Figure 1. Wiring by layer (run 1).
Scale bar: 100 um. Two of the layers only.
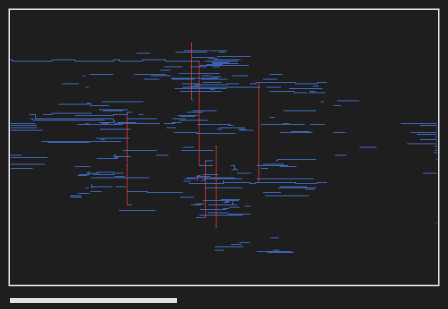
Figure 2. Gate families picked out (run 1).
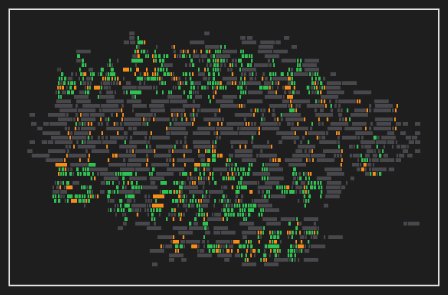
Figure 3. Cell classes on the final placement (run 1).
Scale bar: 100 um.
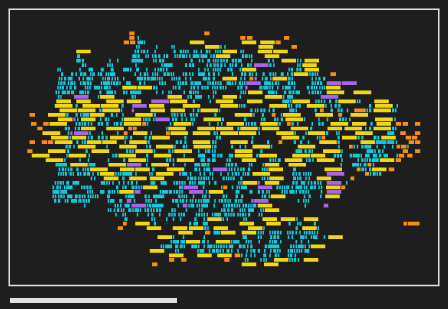
Figure 4. Sequential cells grouped by signal name (run 1).
Scale bar: 100 um. Other sequential cells in the stronger grey, the rest of the logic in the fainter grey.
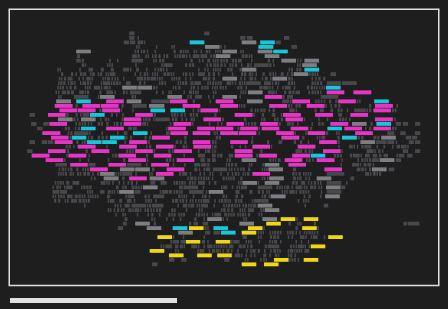
===== src/rtl/timekeeper_pkg.sv =====
// Shared constants and helpers for the watch/stopwatch datapath.
package timekeeper_pkg;

    // Display source select
    localparam logic [1:0] DISP_WATCH     = 2'd0;
    localparam logic [1:0] DISP_SW        = 2'd1;
    localparam logic [1:0] DISP_LAP       = 2'd2;
    localparam logic [1:0] DISP_WATCH_ALT = 2'd3;

    // Watch set cursor
    localparam logic [1:0] CUR_SEC  = 2'd0;
    localparam logic [1:0] CUR_MIN  = 2'd1;
    localparam logic [1:0] CUR_HOUR = 2'd2;
    localparam logic [1:0] CUR_NONE = 2'd3;

    // Time field widths and limits
    localparam int SEC_W   = 6;
    localparam int MIN_W   = 6;
    localparam int HOUR_W  = 5;
    localparam int SEC_MAX = 59;
    localparam int MIN_MAX = 59;

    // One modular step of a field in 0..top; down=1 steps backwards.
    function automatic logic [7:0] wrap_step(input logic [7:0] v,
                                             input logic [7:0] top,
                                             input logic       down);
        if (down)
            return (v == 8'd0) ? top : v - 8'd1;
        else
            return (v == top) ? 8'd0 : v + 8'd1;
    endfunction

endpackage


===== src/rtl/time_counter.sv =====
// hh:mm:ss.cc counter with tick enable, up/down, per-field stepping and
// optional hold-at-zero when counting down. Used for watch and stopwatch.
module time_counter
    import timekeeper_pkg::*;
#(
    parameter int TICK_HZ    = 100,
    parameter int HOUR_MOD   = 24,
    parameter int RESET_HOUR = 12,
    parameter int MSEC_W     = $clog2(TICK_HZ)
) (
    input  logic              clk,
    input  logic              reset,
    input  logic              clr,
    input  logic              tick,
    input  logic              run,
    input  logic              down,
    input  logic              sat_zero,
    input  logic              step_inc,
    input  logic              step_dec,
    input  logic [1:0]        step_field,
    output logic [MSEC_W-1:0] msec,
    output logic [SEC_W-1:0]  sec,
    output logic [MIN_W-1:0]  min,
    output logic [HOUR_W-1:0] hour
);

    localparam logic [MSEC_W-1:0] MSEC_TOP = MSEC_W'(TICK_HZ - 1);
    localparam logic [SEC_W-1:0]  SEC_TOP  = SEC_W'(SEC_MAX);
    localparam logic [MIN_W-1:0]  MIN_TOP  = MIN_W'(MIN_MAX);
    localparam logic [HOUR_W-1:0] HOUR_TOP = HOUR_W'(HOUR_MOD - 1);
    localparam logic [HOUR_W-1:0] HOUR_RST = HOUR_W'(RESET_HOUR);

    logic [MSEC_W-1:0] msec_reg, msec_next;
    logic [SEC_W-1:0]  sec_reg, sec_next;
    logic [MIN_W-1:0]  min_reg, min_next;
    logic [HOUR_W-1:0] hour_reg, hour_next;
    logic              pend_reg;
    logic              step_act, adv, hold, ms_edge, s_edge, m_edge;

    assign adv = tick && run;

    // Next value for one count step, with carry (up) or borrow (down) chain
    always_comb begin
        step_act  = (step_inc ^ step_dec) && (step_field != CUR_NONE);
        hold      = down && sat_zero && (msec_reg == '0) && (sec_reg == '0)
                    && (min_reg == '0) && (hour_reg == '0);
        ms_edge   = down ? (msec_reg == '0) : (msec_reg == MSEC_TOP);
        s_edge    = down ? (sec_reg == '0)  : (sec_reg == SEC_TOP);
        m_edge    = down ? (min_reg == '0)  : (min_reg == MIN_TOP);
        msec_next = MSEC_W'(wrap_step(8'(msec_reg), 8'(MSEC_TOP), down));
        sec_next  = ms_edge ? SEC_W'(wrap_step(8'(sec_reg), 8'(SEC_TOP), down)) : sec_reg;
        min_next  = (ms_edge && s_edge)
                    ? MIN_W'(wrap_step(8'(min_reg), 8'(MIN_TOP), down)) : min_reg;
        hour_next = (ms_edge && s_edge && m_edge)
                    ? HOUR_W'(wrap_step(8'(hour_reg), 8'(HOUR_TOP), down)) : hour_reg;
    end

    // Clear beats stepping beats counting; a tick that meets a step waits in pend_reg
    always_ff @(posedge clk or negedge reset) begin
        if (!reset) begin
            msec_reg <= '0;
            sec_reg  <= '0;
            min_reg  <= '0;
            hour_reg <= HOUR_RST;
            pend_reg <= 1'b0;
        end else if (clr) begin
            msec_reg <= '0;
            sec_reg  <= '0;
            min_reg  <= '0;
            hour_reg <= HOUR_RST;
            pend_reg <= 1'b0;
        end else if (step_act) begin
            pend_reg <= pend_reg || adv;
            case (step_field)
                CUR_SEC: begin
                    sec_reg  <= SEC_W'(wrap_step(8'(sec_reg), 8'(SEC_TOP), step_dec));
                    msec_reg <= '0;
                end
                CUR_MIN:  min_reg  <= MIN_W'(wrap_step(8'(min_reg), 8'(MIN_TOP), step_dec));
                CUR_HOUR: hour_reg <= HOUR_W'(wrap_step(8'(hour_reg), 8'(HOUR_TOP), step_dec));
                default: ;
            endcase
        end else if (adv || pend_reg) begin
            pend_reg <= 1'b0;
            if (!hold) begin
                msec_reg <= msec_next;
                sec_reg  <= sec_next;
                min_reg  <= min_next;
                hour_reg <= hour_next;
            end
        end
    end

    assign msec = msec_reg;
    assign sec  = sec_reg;
    assign min  = min_reg;
    assign hour = hour_reg;

endmodule


===== src/rtl/timekeeper_datapath.sv =====
// Watch + stopwatch datapath: shared tick prescaler, lap buffer with recall,
// and a registered display mux feeding the FND controller.
module timekeeper_datapath
    import timekeeper_pkg::*;
#(
    parameter int CLK_HZ     = 100_000_000,
    parameter int TICK_HZ    = 100,
    parameter int HOUR_MOD   = 24,
    parameter int RESET_HOUR = 12,
    parameter int LAP_DEPTH  = 4,
    localparam int MSEC_W    = $clog2(TICK_HZ),
    localparam int LAP_AW    = $clog2(LAP_DEPTH)
) (
    input  logic              clk,
    input  logic              reset,
    input  logic [1:0]        i_disp_sel,
    input  logic              i_sw_mode,
    input  logic              i_sw_run_stop,
    input  logic              i_sw_clear,
    input  logic              i_lap,
    input  logic              i_lap_next,
    input  logic [1:0]        i_w_cursor,
    input  logic              i_w_inc,
    input  logic              i_w_dec,
    output logic [MSEC_W-1:0] o_msec,
    output logic [SEC_W-1:0]  o_sec,
    output logic [MIN_W-1:0]  o_min,
    output logic [HOUR_W-1:0] o_hour,
    output logic [LAP_AW-1:0] o_lap_idx,
    output logic [LAP_AW:0]   o_lap_count,
    output logic              o_lap_full,
    output logic              o_sw_zero
);

    localparam int TIME_W   = HOUR_W + MIN_W + SEC_W + MSEC_W;
    localparam int TICK_DIV = CLK_HZ / TICK_HZ;
    localparam int PRE_W    = (TICK_DIV > 1) ? $clog2(TICK_DIV) : 1;
    localparam logic [PRE_W-1:0] PRE_TOP  = PRE_W'(TICK_DIV - 1);
    localparam logic [LAP_AW:0]  LAP_FULL = (LAP_AW + 1)'(LAP_DEPTH);

    logic [PRE_W-1:0]  presc_reg;
    logic              tick;
    logic [MSEC_W-1:0] w_msec, s_msec;
    logic [SEC_W-1:0]  w_sec, s_sec;
    logic [MIN_W-1:0]  w_min, s_min;
    logic [HOUR_W-1:0] w_hour, s_hour;
    logic [TIME_W-1:0] watch_time, sw_time, lap_rd, disp_reg;
    logic [TIME_W-1:0] lap_mem [LAP_DEPTH];
    logic [LAP_AW:0]   lap_count_reg;
    logic [LAP_AW-1:0] lap_idx_reg, lap_wr_ptr;
    logic              lap_wr, sw_arm_reg, sw_zero_reg;

    // Free-running prescaler; clear never touches it so watch timing is undisturbed
    always_ff @(posedge clk or negedge reset) begin
        if (!reset)
            presc_reg <= '0;
        else
            presc_reg <= (presc_reg == PRE_TOP) ? '0 : presc_reg + 1'b1;
    end

    assign tick = (presc_reg == PRE_TOP);

    time_counter #(
        .TICK_HZ(TICK_HZ), .HOUR_MOD(HOUR_MOD), .RESET_HOUR(RESET_HOUR), .MSEC_W(MSEC_W)
    ) u_watch (
        .clk(clk), .reset(reset), .clr(1'b0), .tick(tick), .run(1'b1),
        .down(1'b0), .sat_zero(1'b0),
        .step_inc(i_w_inc), .step_dec(i_w_dec), .step_field(i_w_cursor),
        .msec(w_msec), .sec(w_sec), .min(w_min), .hour(w_hour)
    );

    time_counter #(
        .TICK_HZ(TICK_HZ), .HOUR_MOD(HOUR_MOD), .RESET_HOUR(0), .MSEC_W(MSEC_W)
    ) u_stopwatch (
        .clk(clk), .reset(reset), .clr(i_sw_clear), .tick(tick), .run(i_sw_run_stop),
        .down(i_sw_mode), .sat_zero(1'b1),
        .step_inc(1'b0), .step_dec(1'b0), .step_field(CUR_NONE),
        .msec(s_msec), .sec(s_sec), .min(s_min), .hour(s_hour)
    );

    assign watch_time = {w_hour, w_min, w_sec, w_msec};
    assign sw_time    = {s_hour, s_min, s_sec, s_msec};

    // Zero flag: armed by a down-count tick, shown only while the count sits at zero
    always_ff @(posedge clk or negedge reset) begin
        if (!reset) begin
            sw_arm_reg  <= 1'b0;
            sw_zero_reg <= 1'b0;
        end else begin
            if (i_sw_clear || !i_sw_mode)
                sw_arm_reg <= 1'b0;
            else if (i_sw_run_stop && tick)
                sw_arm_reg <= 1'b1;
            sw_zero_reg <= !i_sw_clear && i_sw_mode && sw_arm_reg && (sw_time == '0);
        end
    end

    // Laps are never overwritten, so the write pointer is simply the fill count
    assign lap_wr_ptr = lap_count_reg[LAP_AW-1:0];
    assign lap_wr     = i_lap && !i_sw_clear && (lap_count_reg != LAP_FULL);

    // Lap storage captures the pre-tick stopwatch value
    always_ff @(posedge clk) begin
        if (lap_wr)
            lap_mem[lap_wr_ptr] <= sw_time;
    end

    // Fill count and recall index; clear empties the buffer and rewinds recall
    always_ff @(posedge clk or negedge reset) begin
        if (!reset) begin
            lap_count_reg <= '0;
            lap_idx_reg   <= '0;
        end else if (i_sw_clear) begin
            lap_count_reg <= '0;
            lap_idx_reg   <= '0;
        end else begin
            if (lap_wr)
                lap_count_reg <= lap_count_reg + 1'b1;
            if (i_lap_next && (lap_count_reg != '0))
                lap_idx_reg <= ({1'b0, lap_idx_reg} == lap_count_reg - 1'b1)
                               ? '0 : lap_idx_reg + 1'b1;
        end
    end

    // Empty buffer recalls as all zeros
    always_comb begin
        lap_rd = '0;
        if (lap_count_reg != '0)
            lap_rd = lap_mem[lap_idx_reg];
    end

    // Display register reloads the selected source every cycle
    always_ff @(posedge clk or negedge reset) begin
        if (!reset) begin
            disp_reg <= '0;
        end else begin
            case (i_disp_sel)
                DISP_SW:  disp_reg <= sw_time;
                DISP_LAP: disp_reg <= lap_rd;
                default:  disp_reg <= watch_time;
            endcase
        end
    end

    assign o_msec      = disp_reg[MSEC_W-1:0];
    assign o_sec       = disp_reg[MSEC_W +: SEC_W];
    assign o_min       = disp_reg[MSEC_W+SEC_W +: MIN_W];
    assign o_hour      = disp_reg[MSEC_W+SEC_W+MIN_W +: HOUR_W];
    assign o_lap_idx   = lap_idx_reg;
    assign o_lap_count = lap_count_reg;
    assign o_lap_full  = (lap_count_reg == LAP_FULL);
    assign o_sw_zero   = sw_zero_reg;

endmodule


===== config.mk =====
export PLATFORM = sky130hd
export DESIGN_NAME = timekeeper_datapath
export DESIGN_NICKNAME = d
export VERILOG_FILES = /design/src/rtl/timekeeper_pkg.sv /design/src/rtl/time_counter.sv /design/src/rtl/timekeeper_datapath.sv
export SDC_FILE = /design/constraint.sdc
export NUM_CORES = 1
export LEC_CHECK = 0
export ABC_AREA = 1
export CORE_AREA = 10 10 247 155
export DETAILED_ROUTE_END_ITERATION = 10
export DIE_AREA = 0 0 257 165
export SYNTH_ARGS = -nofsm -noshare
export SYNTH_HDL_FRONTEND = slang
export SYNTH_HIERARCHICAL = 1
export SYNTH_SLANG_ARGS = --single-unit

===== constraint.sdc =====
create_clock -name clk -period 3.1 [get_ports clk]
set_input_delay 0.62 -clock clk [delete_from_list [all_inputs] [get_ports clk]]
set_output_delay 0.62 -clock clk [all_outputs]
set_load 0.01 [all_outputs]

==> CHANGELOG.md, run 1 <==
## Flow update

- Status: finished, final reports clean
- Leading cell kind: combinational gates
- Syn Inst Count: 1455
- GRT met2 Usage: 20.4%
- Worst Setup Start Kind: register
- Initial core utilization: 34.9%
- CTS sink cnt: 197
- Clock Buffer Count: 19
- CP most frequent cell: inv_1
- Setup-failing EPs final: 0
- Slowest stage cell, crit path: clkdlybuf4s50_1
- PwrDens: 734 mW/mm^2
- CTS resizes: 0
- R2R setup slack: 730 ps
- Period utilization: 85.7%
- Combinational gates: 1080
- CP arrival: 2040 ps
- Htree depth: 4
- Clk tree area frac: 4.44%
- CTS tree: yes
- Met2 wire length: 12800 um
- Worst setup EP type: output pin
- WS Path Type: reg -> out
- Fmax: 376 MHz
- Seq share, synth: 46.3%
- First-pass GRT wire length: 52200 um
- Metal3 WL: 2730 um
- GPL Wtd Cong: 0.870
- Max FFs per register: 96
- NonClk Buf Share: 4.74%
- Post-layout min period: 2660 ps
- CTS max path bufs: 2
- Number of tapcells: 459
- Port-buffer cells: 43
- Avg WL per Cell: 16.5 um
- Yosys chip area: 0.0117 mm^2
- Initial DRT Pass Iterations: 5
- Die y size: 165 um
- Gate Area: 0.00545 mm^2
- Synth Area per Inst: 8.03 um^2
- Top FF cell, synth: dfrtp_1
- Met1 Use GR: 24.1%
- Post-CTS setup buffer count: 0
- Most numerous logic cell after layout: nand2_1
- Max_cap viols: 0
- Share of layout cells above drive strength 1: 9.53%
- Worst clock skew: 10.8 ps
- Die area: 0.0424 mm^2
- DP Area: 0.0126 mm^2
- Critical R2R Capture: u_stopwatch/msec[4]$_DFFE_PN0P_
- Total global routing overflow: 0
- Hold Buf Count CTS: 0
- Crit path largest cell delay: 530 ps
- Seq_cells: 197
- Detailed-route DRC error count: 0
- Reg2Reg Depth: 12
- Leak pwr: 5.91 nW
- Sequential Area: 0.00541 mm^2
- Boundary Pins: 44
- Antenna cell count: 0
- Top Layer Used: met4
- RR Startpoint: u_stopwatch/sec[1]$_DFFE_PN0P_
- Clock root cell: clkbuf_16
- Via Count: 10072
- Sequential share of cell area: 41.0%
- Post-Syn Area: 0.0117 mm^2
- Min-Delay Path Class: in -> async
- Met3 usage: 3.67%
- Total GRT Usage: 15.4%
- Num CTS Buffers: 17
- Vias/cell: 5.09
- Crit path cell chain: inv_1 -> ha_1 -> nand2_1 -> inv_1 -> clkdlybuf4s50_1
- Critical path data required time: 2480 ps
- Tool warnings: 47
- Max_slew headroom: 52.7%
- CP Capture Point: o_lap_full
- Clk slew on worst S/H paths: 70 ps
- Top delay family on crit path: buffers and inverters
- CP max FO: 5
- Commonest cells after routing, fill and taps aside: nand2_1, nor2_1, inv_1
- Yosys cell count: 1455
- Pin count of the biggest net entering global routing: 102
- Multi-input logic portion of the cell area: 41.3%
- Hold Fails Final Rpt: 0
- Hpwl dp: 23000 um
- WP depth: 5
- GR peak layer: met1
- Area Growth Syn to Fin: 13.0%
- Initial antenna violation count: 0
- Number of global-route vias before repair: 9017
- Bufs and invs on worst path: 3
- Peak supply drop: 0.452 mV
- Repair and plain buffers: 66
- Filler cells: 3402
- Final antenna-violating net count: 0
- Fin nets: 1551
- Cell Type Count: 46
- Final Max Slew Viols: 0
- Setup_tns: 0 ps
- EDFF count, synth: 96
- Clk ins delay skew pair: 450 ps
- Logic inverters: 146
- Post-synth regs: 197
- Ys Warns: 6
- Width of the die: 257 um
- Worst-margin pin slew: 710 ps
- Met1 wire length: 16900 um
- Critical path origin: o_lap_count[0]$_DFFE_PN0P_
- Starting DRC count in detailed routing: 992
- RSZ-0062 raised after global routing: no
- Ys async rst share: 51.3%
About Figure 1:
| colour | layer | wire length |
|---|---|---|
| red | metal 4 | 297 um |
| blue | metal 3 | 2730 um |

About Figure 2:
| colour | family | cells | most used |
|---|---|---|---|
| orange | nor cells | 254 | nor2_1 |
| green | nand cells | 523 | nand2_1 |

About Figure 3:
| colour | class | cells | share of their area |
|---|---|---|---|
| yellow | sequential cells | 197 | 43% |
| cyan | combinational and other logic | 1226 | 48% |
| purple | clock drivers and dummy loads | 32 | 4.6% |
| orange | remaining buffers and delay cells | 66 | 5.0% |
Cell Rows: 52
Core ar.: 0.0334 mm^2
Final Cell Area: 0.0132 mm^2

About Figure 4:
| colour | netlist name | flops |
|---|---|---|
| cyan | disp_reg | 24 |
| yellow | presc_reg | 20 |
| magenta | lap_mem | 96 |
not coloured: 57

## run 1: metrics by stage
step           hold WS, ps  instances  setup slack (ps)  power, mW  util (%)
2_1_floorplan          324       1475               592       6.24         -
3_5_place_dp           451       1948               560       7.36      37.7
4_1_cts                270       1980               420       9.67      39.5
5_1_grt                296       1980               335       10.4      39.5
3_3_place_gp           451       1948               545       7.32      37.7
6_report               253       1980               444       9.69      39.5
## run 1: cells by family after synthesis
| logic type | synth area share (%) |
|---|---|
| and+or+nand+nor | 30.8 |
| AOI/OAI and AO/OA | 10.1 |
| buffers and inverters | 7.76 |
| DFF | 46.3 |
| adders and majority gates | 3.21 |
| xor gates and xnor gates | 1.80 |
| other | 0.0643 |
## run 1: cells in the mapped netlist (2+ instances only)
library cell	n	area [um^2]
buf_1	2	7.51
nor2_8	3	60.1
nand4_1	25	156
dfstp_2	2	52.6
clkbuf_2	2	10.0
nand2_8	2	40.0
inv_1	132	495
buf_4	9	67.6
o21ai_1	50	250
xnor2_1	3	26.3
nor2_4	11	124
nand4_2	2	25.0
nand2_1	322	1210
a21oi_1	83	415
conb_1	2	7.51
nand3_2	12	120
nor2_2	8	50.1
nor2_1	220	826
nand2_4	5	56.3
edfxtp_1	96	2880
ha_1	30	375
o21ai_0	78	390
nor4_1	5	31.3
or2_2	2	12.5
nand3b_1	6	45.0
clkbuf_1	4	15.0
buf_6	11	124
nand2_2	19	119
nand3_1	128	641
inv_2	13	48.8
xor2_1	21	184
dfrtp_1	99	2480
buf_2	23	115
o21ai_2	6	52.6
nor3_1	7	35.0
o211ai_1	2	15.0
## run 1: power breakdown
group          internal (mW)  switching, mW
combinational           1.25           2.12
sequential              3.21          0.807
clock                   1.27           1.02
total                   5.74           3.95
Figure 5. Track usage over the die (run 1).
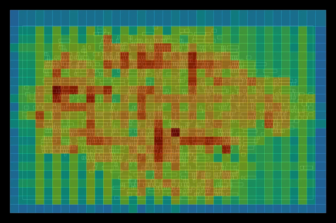

==> run 1 -> run 2 <==
--- a/config.mk
+++ b/config.mk
@@ -6,9 +6,10 @@
 export NUM_CORES = 1
 export LEC_CHECK = 0
 export ABC_AREA = 1
-export CORE_AREA = 10 10 247 155
+export CAP_MARGIN = 5
+export CORE_AREA = 10 10 220 138
 export DETAILED_ROUTE_END_ITERATION = 10
-export DIE_AREA = 0 0 257 165
+export DIE_AREA = 0 0 230 148
 export SYNTH_ARGS = -nofsm -noshare
 export SYNTH_HDL_FRONTEND = slang
 export SYNTH_HIERARCHICAL = 1
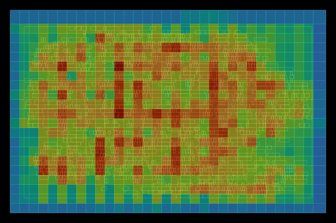
Figure 6: run 2, track usage over the die.
GRT met2 Usage: 23.8%
met3 usage: 4.05%
final core occ: 50.1%

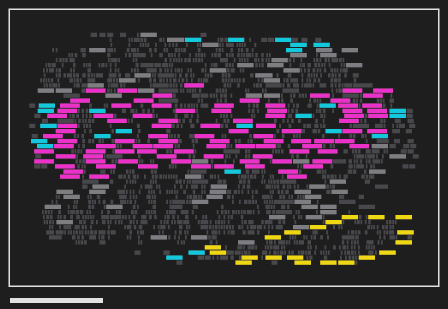
Figure 7: run 2, sequential cells grouped by signal name.
Scale bar: 50 um. Other sequential cells in the stronger grey, the rest of the logic in the fainter grey.
| colour | netlist name | flops |
|---|---|---|
| magenta | lap_mem | 96 |
| cyan | disp_reg | 24 |
| yellow | presc_reg | 20 |
not coloured: 57

==> CHANGELOG.md, run 2 <==
## Flow update

- Die area: 0.0340 mm^2 (-20%)
- Clk ins delay skew pair: 450 ps (about the same)
- Peak supply drop: 0.351 mV (-22%)
- DP Area: 0.0125 mm^2 (-0.68%)
- Antenna cell count: 0 (unchanged)
- Port-buffer cells: 43 (unchanged)
- RSZ-0062 raised after global routing: no
- Max-area cell share: 24.7% (unchanged)
- Worst-margin pin slew: 759 ps (+49.0 ps)
- Met1 Use GR: 30.3% (+6.2 points)
- Total global routing overflow: 0 (unchanged)
- Fmax: 375 MHz (-0.36%)
- Final antenna-violating net count: 0 (unchanged)
- Tool warnings: 45 (-4.3%)
- Pin count of the biggest net entering global routing: 48 (-53%)
- Hold Buf Count CTS: 0 (unchanged)
- Synth area leader: edfxtp_1
- CP arrival: 2050 ps (about the same)
- Clk slew on worst S/H paths: 70 ps (about the same)
- Post-Syn Area: 0.0117 mm^2 (unchanged)
- Syn Inst Count: 1455 (unchanged)
- Final Non-Filler Cells: 1886 (-4.7%)
- Status: finished, final reports clean
- Final Max Slew Viols: 0 (unchanged)
- Setup_tns: 0 ps (unchanged)
- Max_slew headroom: 49.4% (-3.3 points)
- Width of the die: 230 um (-11%)
- Htree depth: 4 (unchanged)
- Worst Setup Start Kind: register
- Top Layer Used: met4
- WS Path Type: reg -> out
- Fin nets: 1556 (+0.32%)
- Post-synth regs: 197 (unchanged)
- Worst setup EP type: output pin
- Synth top cells by count: nand2_1, nor2_1, inv_1
- GR peak layer: met1
- Overall Power: 9.80 mW (+1.1%)
- Reg2Reg Depth: 12 (unchanged)
- Main area contributors: edfxtp_1, dfrtp_1, nand2_1
- Period utilization: 86.0% (+0.31 points)
- Hold_ws: 211 ps (-42.5 ps)
- Seq share, synth: 46.3% (unchanged)
- Clock root cell: clkbuf_16
- Setup-failing EPs final: 0 (unchanged)
- Starting DRC count in detailed routing: 1142 (+15%)
- CTS resizes: 0 (unchanged)
- Setup slack at placement: 529 ps (-31.8 ps)
- Ys async rst share: 51.3% (unchanged)
- Worst Setup Slack, final: 434 ps (-9.52 ps)
- Boundary Pins: 44 (unchanged)
- Hold Fails Final Rpt: 0 (unchanged)
- Metal3 WL: 2510 um (-8.1%)
- Initial antenna violation count: 0 (unchanged)
- Cell Rows: 46 (-12%)
- Max FFs per register: 96 (unchanged)
- Post-layout min period: 2670 ps (+9.52 ps)
- Critical R2R Capture: u_stopwatch/msec[3]$_DFFE_PN0P_
- First-pass GRT wire length: 50500 um (-3.2%)
- Worst clock skew: 10.2 ps (-0.657 ps)
- Synth Area per Inst: 8.03 um^2 (unchanged)
- Leak pwr: 5.94 nW (+0.59%)
- Number of global-route vias before repair: 8789 (-2.5%)
- Core ar.: 0.0262 mm^2 (-22%)
- CTS max path bufs: 2 (unchanged)
- Ys Warns: 6 (unchanged)
- Cell Type Count: 46 (unchanged)
- Final Cell Area: 0.0131 mm^2 (-0.45%)
- EDFF count, synth: 96 (unchanged)
- Min-Delay Path Class: in -> async
- CP max FO: 5 (unchanged)
- CTS sink cnt: 197 (unchanged)
- PwrDens: 745 mW/mm^2 (+1.6%)
- Die y size: 148 um (-10%)
- Hpwl dp: 22900 um (-0.44%)
- Detailed-route DRC error count: 0 (unchanged)
- Area Growth Syn to Fin: 12.5%
- Num CTS Buffers: 17 (unchanged)
- GPL Wtd Cong: 0.902 (+3.6%)
- Most numerous logic cell after layout: nand2_1
- R2R setup slack: 820 ps (+90 ps)
[run 2: cell count changes in the layout (fill, tap and decap cells not counted)]
cell,change
clkinv_1,-2
inv_8,-1
clkbuf_1,+1
clkinv_4,+3
buf_4,+5
clkinv_2,-1
inv_6,-1
bufinv_16,+1
[run 2: critical path, stage by stage (launching register included)]
cell,delay (ps)
dfrtp_1,450
inv_1,160
ha_1,260
nand2_1,110
inv_1,80
clkdlybuf4s50_1,540
[run 2: worst max path at each step]
stage / from / to / slack (ps)
2_1_floorplan: o_lap_count[0]$_DFFE_PN0P_ / lap_mem[0][0]$_DFFE_PP_ / 590
3_3_place_gp: i_w_dec / u_watch/min[4]$_DFFE_PN0P_ / 580
3_5_place_dp: i_w_dec / u_watch/min[4]$_DFFE_PN0P_ / 530
4_1_cts: o_lap_count[0]$_DFFE_PN0P_ / o_lap_full / 410
5_1_grt: o_lap_count[0]$_DFFE_PN0P_ / o_lap_full / 320
6_report: o_lap_count[0]$_DFFE_PN0P_ / o_lap_full / 430
[run 2: kinds of logic (layout without fill, tap and decap cells)]
group                    Yosys count  count (layout)  synth area share, %
buffers and inverters            198             249                 7.76
XOR/XNOR                          24              24                 1.80
other                              2              22               0.0643
adder cells (fa/ha/maj)           30              30                 3.21
AND/OR/NAND/NOR                  780             780                 30.8
flip-flops                       197             197                 46.3
AND-OR/OR-AND                    224             224                 10.1
[run 2: cell type report]
class	instances	area (um^2)	area share [%]
multi-input cells	1080	5450	41.5
flip-flops and latches	197	5410	41.2
repair buffers	71	663	5.05
inverters	146	553	4.21
well taps	360	450	3.43
clock buffers	20	437	3.32
clock inverters	12	178	1.35
[run 2: report_power, final]
group	internal, mW	leakage [nW]	switching (mW)
Clock	1.36	0.300	1.01
Combinational	1.27	3.43	2.16
Sequential	3.21	2.21	0.794
Total	5.84	5.94	3.96
Power figures rest on the tool's default switching activity, not on a simulated workload.
